**src/rtl/data_mem_ctrl_pkg.sv**
```systemverilog
// Shared definitions for the data-memory controller: FSM state encodings,
// default widths common with the processor, and the address range check.
package data_mem_ctrl_pkg;

  localparam int DEF_DATA_W = 8;
  localparam int DEF_ADDR_W = 8;
  localparam int CNT_W      = 4;

  typedef enum logic [1:0] {
    ST_IDLE   = 2'd0,
    ST_WAIT   = 2'd1,
    ST_ACCESS = 2'd2
  } state_e;

  // An address is implemented when it lies below the configured depth.
  function automatic logic addr_in_range(input logic [31:0] addr, input logic [31:0] depth);
    return (addr < depth);
  endfunction

endpackage

```
**src/rtl/data_mem_ctrl_if.sv**
```systemverilog
// Request/response bus between the processor (MAR/MDR/strobe) and the
// data-memory controller.
interface data_mem_ctrl_if
  import data_mem_ctrl_pkg::*;
#(
  parameter int DATA_W = DEF_DATA_W,
  parameter int ADDR_W = DEF_ADDR_W
);
  logic              req;
  logic              we;
  logic [ADDR_W-1:0] addr;
  logic [DATA_W-1:0] wdata;
  logic [DATA_W-1:0] rdata;
  logic              ack;
  logic              err;
  logic              busy;

  modport master (output req, we, addr, wdata, input rdata, ack, err, busy);
  modport slave  (input req, we, addr, wdata, output rdata, ack, err, busy);
endinterface

```
**src/rtl/data_mem_ctrl_sram_array.sv**
```systemverilog
// DEPTH x DATA_W synchronous SRAM: registered write, registered read, no
// reset so contents survive a controller reset.
module sram_array
  import data_mem_ctrl_pkg::*;
#(
  parameter int DATA_W = DEF_DATA_W,
  parameter int DEPTH  = 256,
  parameter int IDX_W  = 8
) (
  input  logic              clk,
  input  logic              we,
  input  logic              re,
  input  logic [IDX_W-1:0]  idx,
  input  logic [DATA_W-1:0] wdata,
  output logic [DATA_W-1:0] rdata
);
  logic [DATA_W-1:0] mem_r [DEPTH];
  logic [DATA_W-1:0] q_r;

  // Array write and read-port register; the read value holds until the next read.
  always_ff @(posedge clk) begin
    if (we) begin
      mem_r[idx] <= wdata;
    end
    if (re) begin
      q_r <= mem_r[idx];
    end
  end

  assign rdata = q_r;
endmodule

```
**src/rtl/data_mem_ctrl.sv**
```systemverilog
// Handshaked data-memory controller: captures a request, optionally waits
// WAIT_STATES cycles, then performs one array access and pulses ack.
// Out-of-range addresses are reported with err and never touch the array.
module data_mem_ctrl
  import data_mem_ctrl_pkg::*;
#(
  parameter int DATA_W      = DEF_DATA_W,
  parameter int ADDR_W      = DEF_ADDR_W,
  parameter int DEPTH       = 256,
  parameter int WAIT_STATES = 0
) (
  input logic            clk,
  input logic            res,
  data_mem_ctrl_if.slave bus
);
  localparam int IDX_W = (DEPTH > 1) ? $clog2(DEPTH) : 1;

  state_e            state_r, state_s;
  logic [CNT_W-1:0]  cnt_r, cnt_s;
  logic [ADDR_W-1:0] addr_r, addr_s;
  logic              we_r, we_s;
  logic [DATA_W-1:0] wdata_r, wdata_s;
  logic              ack_r, ack_s;
  logic              err_r, err_s;
  logic              busy_r, busy_s;
  logic              rd_zero_r, rd_zero_s;
  logic              mem_we_s, mem_re_s;
  logic              in_range_s;
  logic [DATA_W-1:0] mem_q_s;

  assign in_range_s = addr_in_range(32'(addr_r), 32'(DEPTH));

  // State, counter, capture and response registers.
  always_ff @(posedge clk or posedge res) begin
    if (res) begin
      state_r   <= ST_IDLE;
      cnt_r     <= {CNT_W{1'b0}};
      addr_r    <= {ADDR_W{1'b0}};
      we_r      <= 1'b0;
      wdata_r   <= {DATA_W{1'b0}};
      ack_r     <= 1'b0;
      err_r     <= 1'b0;
      busy_r    <= 1'b0;
      rd_zero_r <= 1'b1;
    end else begin
      state_r   <= state_s;
      cnt_r     <= cnt_s;
      addr_r    <= addr_s;
      we_r      <= we_s;
      wdata_r   <= wdata_s;
      ack_r     <= ack_s;
      err_r     <= err_s;
      busy_r    <= busy_s;
      rd_zero_r <= rd_zero_s;
    end
  end

  // Next-state logic: capture in IDLE (not while ack is up), count wait states, execute in ACCESS.
  always_comb begin
    state_s   = state_r;
    cnt_s     = cnt_r;
    addr_s    = addr_r;
    we_s      = we_r;
    wdata_s   = wdata_r;
    ack_s     = 1'b0;
    err_s     = 1'b0;
    rd_zero_s = rd_zero_r;
    mem_we_s  = 1'b0;
    mem_re_s  = 1'b0;
    case (state_r)
      ST_IDLE: begin
        if (bus.req && !ack_r) begin
          addr_s  = bus.addr;
          we_s    = bus.we;
          wdata_s = bus.wdata;
          if (WAIT_STATES > 0) begin
            cnt_s   = CNT_W'(WAIT_STATES - 1);
            state_s = ST_WAIT;
          end else begin
            state_s = ST_ACCESS;
          end
        end else begin
          state_s = ST_IDLE;
        end
      end
      ST_WAIT: begin
        if (cnt_r == {CNT_W{1'b0}}) begin
          state_s = ST_ACCESS;
        end else begin
          cnt_s = cnt_r - {{(CNT_W-1){1'b0}}, 1'b1};
        end
      end
      ST_ACCESS: begin
        ack_s   = 1'b1;
        state_s = ST_IDLE;
        if (in_range_s) begin
          if (we_r) begin
            mem_we_s = 1'b1;
          end else begin
            mem_re_s  = 1'b1;
            rd_zero_s = 1'b0;
          end
        end else begin
          err_s     = 1'b1;
          rd_zero_s = 1'b1;
        end
      end
      default: begin
        state_s = ST_IDLE;
      end
    endcase
    busy_s = (state_s != ST_IDLE);
  end

  sram_array #(
    .DATA_W (DATA_W),
    .DEPTH  (DEPTH),
    .IDX_W  (IDX_W)
  ) u_sram (
    .clk   (clk),
    .we    (mem_we_s),
    .re    (mem_re_s),
    .idx   (addr_r[IDX_W-1:0]),
    .wdata (wdata_r),
    .rdata (mem_q_s)
  );

  // rdata reads as zero after reset or an out-of-range access, otherwise the last array read.
  assign bus.rdata = rd_zero_r ? {DATA_W{1'b0}} : mem_q_s;
  assign bus.ack   = ack_r;
  assign bus.err   = err_r;
  assign bus.busy  = busy_r;
endmodule

```
**src/flat_wrapper.sv**
```systemverilog
// flat-port wrapper written by rule: the top's interface ports become plain ports
module data_mem_ctrl_flat import data_mem_ctrl_pkg::*;
#(
  parameter int DATA_W      = DEF_DATA_W,
  parameter int ADDR_W      = DEF_ADDR_W,
  parameter int DEPTH       = 256,
  parameter int WAIT_STATES = 0
)
  (clk, res, bus_req, bus_we, bus_addr, bus_wdata, bus_rdata, bus_ack, bus_err, bus_busy);
  data_mem_ctrl_if #(.DATA_W(DATA_W), .ADDR_W(ADDR_W)) bus_i ();
  input logic clk;
  input logic res;
  input wire logic [$bits(bus_i.req)-1:0] bus_req;
  input wire logic [$bits(bus_i.we)-1:0] bus_we;
  input wire logic [$bits(bus_i.addr)-1:0] bus_addr;
  input wire logic [$bits(bus_i.wdata)-1:0] bus_wdata;
  output wire logic [$bits(bus_i.rdata)-1:0] bus_rdata;
  output wire logic [$bits(bus_i.ack)-1:0] bus_ack;
  output wire logic [$bits(bus_i.err)-1:0] bus_err;
  output wire logic [$bits(bus_i.busy)-1:0] bus_busy;
  assign bus_i.req = bus_req;
  assign bus_i.we = bus_we;
  assign bus_i.addr = bus_addr;
  assign bus_i.wdata = bus_wdata;
  assign bus_rdata = bus_i.rdata;
  assign bus_ack = bus_i.ack;
  assign bus_err = bus_i.err;
  assign bus_busy = bus_i.busy;
  data_mem_ctrl #(.DATA_W(DATA_W), .ADDR_W(ADDR_W), .DEPTH(DEPTH), .WAIT_STATES(WAIT_STATES)) u_core (.clk(clk), .res(res), .bus(bus_i));
endmodule
```
**config.mk**
```make
export PLATFORM = sky130hd
export DESIGN_NAME = data_mem_ctrl_flat
export DESIGN_NICKNAME = d
export VERILOG_FILES = /design/src/rtl/data_mem_ctrl_pkg.sv /design/src/rtl/data_mem_ctrl_if.sv /design/src/rtl/data_mem_ctrl_sram_array.sv /design/src/rtl/data_mem_ctrl.sv /design/src/flat_wrapper.sv
export SDC_FILE = /design/constraint.sdc
export NUM_CORES = 2
export LEC_CHECK = 0
export CAP_MARGIN = 10
export CORE_UTILIZATION = 25
export CTS_CLUSTER_DIAMETER = 150
export DETAILED_ROUTE_END_ITERATION = 16
export HOLD_SLACK_MARGIN = 0.08
export PLACE_DENSITY_LB_ADDON = 0.25
export SLEW_MARGIN = 5
export SYNTH_ARGS = -nofsm -noshare
export SYNTH_HDL_FRONTEND = slang
export SYNTH_SLANG_ARGS = --single-unit
```
**constraint.sdc**
```tcl
create_clock -name clk -period 11.11 [get_ports clk]
set_clock_uncertainty 0.1 [all_clocks]
set_input_delay 1.6665 -clock clk [delete_from_list [all_inputs] [get_ports clk]]
set_output_delay 1.6665 -clock clk [all_outputs]
set_load 0.005 [all_outputs]
```
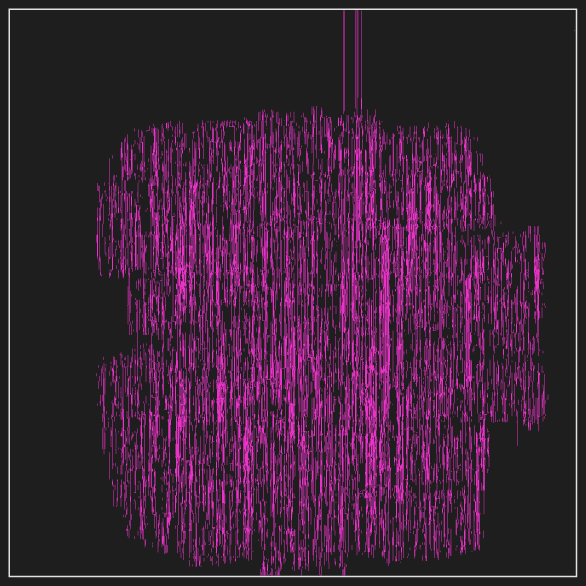
(M2 wires)
Scale: 1 px per um.
- share of all routed wire: 48%
- wire length on this layer: 103 mm
- nets with wire on the layer: 3,411

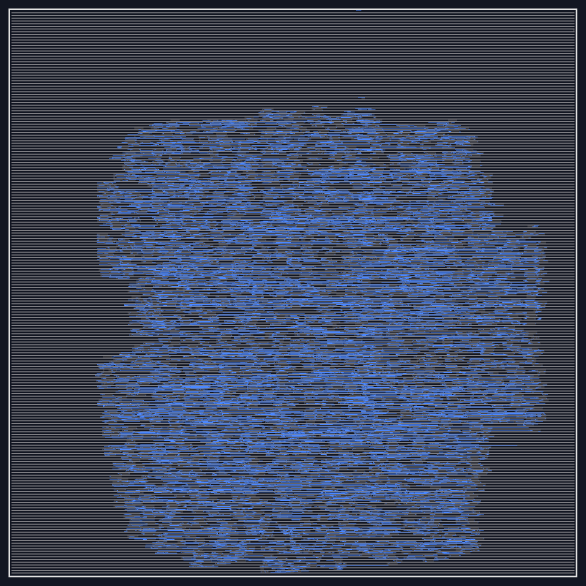
(the metal 1 layer)
Scale: 1 px per um. Supply wires on this layer in grey. Cells faint in the background.
- longest straight run: 168 um
- main direction: horizontal
- share of all routed wire: 43%
- wire length on this layer: 92.7 mm

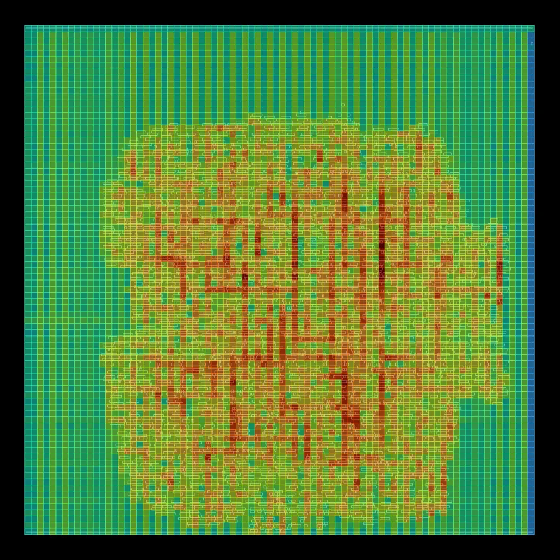
(routing congestion)
Total GRT Usage: 13.19%
Routed WL per cell: 26.66 um
met1 usage: 17.76%

==> deck_impl_summary.md <==
Flow Results at a Glance

Power
  • Leakage: 27.02 nW
  • Power per cell area: 209.6 nW/um^2

Place
  • RePlAce Congestion: 0.7443
  • DP Worst Slack: 5.875 ns
  • Port bufs: 29

Setup path
  • CP Capture Type: flip-flop
  • Worst-path fanout max: 51
  • Crit start category: flip-flop
  • Worst R2R Path Depth: 7
  • Setup Crit Path Kind: reg -> reg
  • Required time of the worst setup path: 11.55 ns
  • R2r endpoint: u_core.u_sram.rdata[5]
  • R2R setup slack: 5.81 ns
  • Worst r2r src: u_core.addr_r[1]
  • Crit path DAT: 5.74 ns

Clock tree
  • Hold-fix buffers, CTS: 0
  • CTS resizes: 0
  • H-tree Lvls: 4
  • Post-CTS setup buffers: 0
  • Cts bufs inserted: 221

Synthesis
  • Ys cells: 3,607
  • Yosys top cell by area: edfxtp_1
  • Post-Syn Area: 79,480 um^2
  • Synthesized Nets: 3,628
  • Syn Inst Count: 3,607
  • Main flop type: edfxtp_1
  • Post-synth EDFFs: 2,056
  • Yosys stat chip area: 79,480 um^2
  • Post-synth seq share: 78.50%
  • Post-synth top cells: 2,056 x edfxtp_1, 512 x mux4_2, 263 x nor2_1
  • Synth warnings: 0
  • Syn avg cell area: 22.03 um^2
  • Aoi share: 3.605%
  • Async set-or-reset flop fraction in the synthesized netlist: 1.249%
  • Share of the synthesized area in the top cell type: 77.68%
  • Top logic family: multiplexers
  • Post-synthesis adder-cell area fraction: 0.01574%

Routing
  • Vias per cell: 4.606
  • WL final: 215.2 mm
  • First drt pass iteration count: 5
  • Starting DRT DRC Count: 3,503
  • Routed Antenna Nets: 0

Timing
  • Worst slew pin tran: 1.448 ns
  • Fmax: 0.1887 GHz
  • Slew margin rel.: 2.223%
  • Final setup fails: 0
  • PnR worst setup slack: 5.809 ns
  • Cycle use final: 47.71%
  • Fin crit period: 5.301 ns

Die
  • Die area: 320,200 um^2
  • Ports: 31
  • Core area: 315,500 um^2
  • Init Core Util: 25.19%
  • DIE HEIGHT: 565.8 um

Min path
  • Hold path depth: 1

Status
  • Status: complete, but fails checks
  • Failing checks: max-capacitance violations

Flow run
  • MaxCap Viol Count: 1

Finish
  • Logic area: 16,100 um^2
  • P&R area growth vs syn: 15.43%
  • Final instance area: 91,740 um^2

Global routing
  • Grt total ovfl: 0
  • Vias in the first global route: 38.63k
-- critical path, cell delays in order, from the launching register on --
cell	delay [ns]
dfrtp_4	0.85
buf_4	0.85
buf_4	0.72
mux4_2	0.42
a22oi_1	0.34
a21oi_1	0.12
o41ai_1	1.27
nand4_1	0.23
-- worst max path at each step --
stage	end	slack [ns]	depth (start not counted)
2_1_floorplan	u_core.u_sram.mem_r[0][0]	7.03	0
3_3_place_gp	u_core.u_sram.rdata[7]	5.76	7
3_5_place_dp	u_core.u_sram.rdata[5]	5.88	7
4_1_cts	u_core.u_sram.rdata[5]	5.87	7
5_1_grt	u_core.u_sram.rdata[5]	5.79	7
6_report	u_core.u_sram.rdata[5]	5.81	7
-- placed cells by master, fill, tap and decap left out, types with 2 or more instances in the layout --
master	count
a21oi_1	130
a22oi_1	256
buf_12	12
buf_4	80
bufinv_16	11
clkbuf_1	53
clkbuf_16	221
clkbuf_8	6
clkdlybuf4s50_1	29
clkinv_1	64
clkinv_2	32
clkinv_8	6
clkinvlp_4	5
dfrtp_1	15
dfrtp_4	10
diode_2	3
edfxtp_1	2056
inv_1	3
inv_16	6
inv_6	2
mux2_2	17
mux4_2	512
nand2_1	17
nand2_2	16
nand2b_1	3
nand2b_2	2
nand3_1	4
nand4_1	8
nor2_1	262
nor2b_1	15
nor2b_4	2
o41ai_1	31
xnor2_1	2
-- sequential cells by signal (all words and copies together), names as in the netlist --
| signal | cells |
|---|---|
| u_core.addr_r | 8 |
| u_core.bus.ack | 1 |
| u_core.bus.busy | 1 |
| u_core.cnt_r | 4 |
| u_core.rd_zero_r | 1 |
| u_core.state_r | 2 |
| u_core.u_sram.mem_r | 2048 |
| u_core.u_sram.rdata | 8 |
| u_core.wdata_r | 8 |
| u_core.we_r | 1 |
-- metal layers --
layer / track usage, % / wire (um) / vias up
met4: 3.788 / 5223 / 2
met1: 17.76 / 92710 / 20230
met2: 21.27 / 103200 / 1114
met3: 2.962 / 13980 / 279
li1: - / - / 15550
met5: 0 / 13 / -
-- cell type report --
cell class	count	share of cell area, %
diodes	3	0.008183
repair buffers	122	1.238
clock inverters	128	1.139
multi-input cells	1293	17.55
well taps	4160	5.673
inverters	3	0.01227
flip-flops and latches	2082	68.05
clock buffers	280	6.335
-- where the power goes --
part	switching, mW	internal [mW]
clock network	3.09	3.95
logic	1.82	1.02
registers	0.220	9.13
-- per-stage QoR --
stage          utilization, %  std cells  power [mW]
2_1_floorplan               -       3607       11.28
3_3_place_gp            26.90       7659       12.41
3_5_place_dp            26.90       7660       12.44
4_1_cts                 29.08       8068       19.49
5_1_grt                 29.08       8069       19.88
6_report                29.08       8071       19.23
-- cells by family (layout without fill, tap and decap cells) --
logic type               count (synthesis)  after routing
flip-flops                            2082           2082
multiplexers                           529            529
AND-OR/OR-AND                          420            420
AND/OR/NAND/NOR                        340            340
buffers and inverters                  232            533
XOR/XNOR                                 2              2
adder cells (fa/ha/maj)                  1              1
other                                    1              4
Power figures rest on the tool's default switching activity, not on a simulated workload.
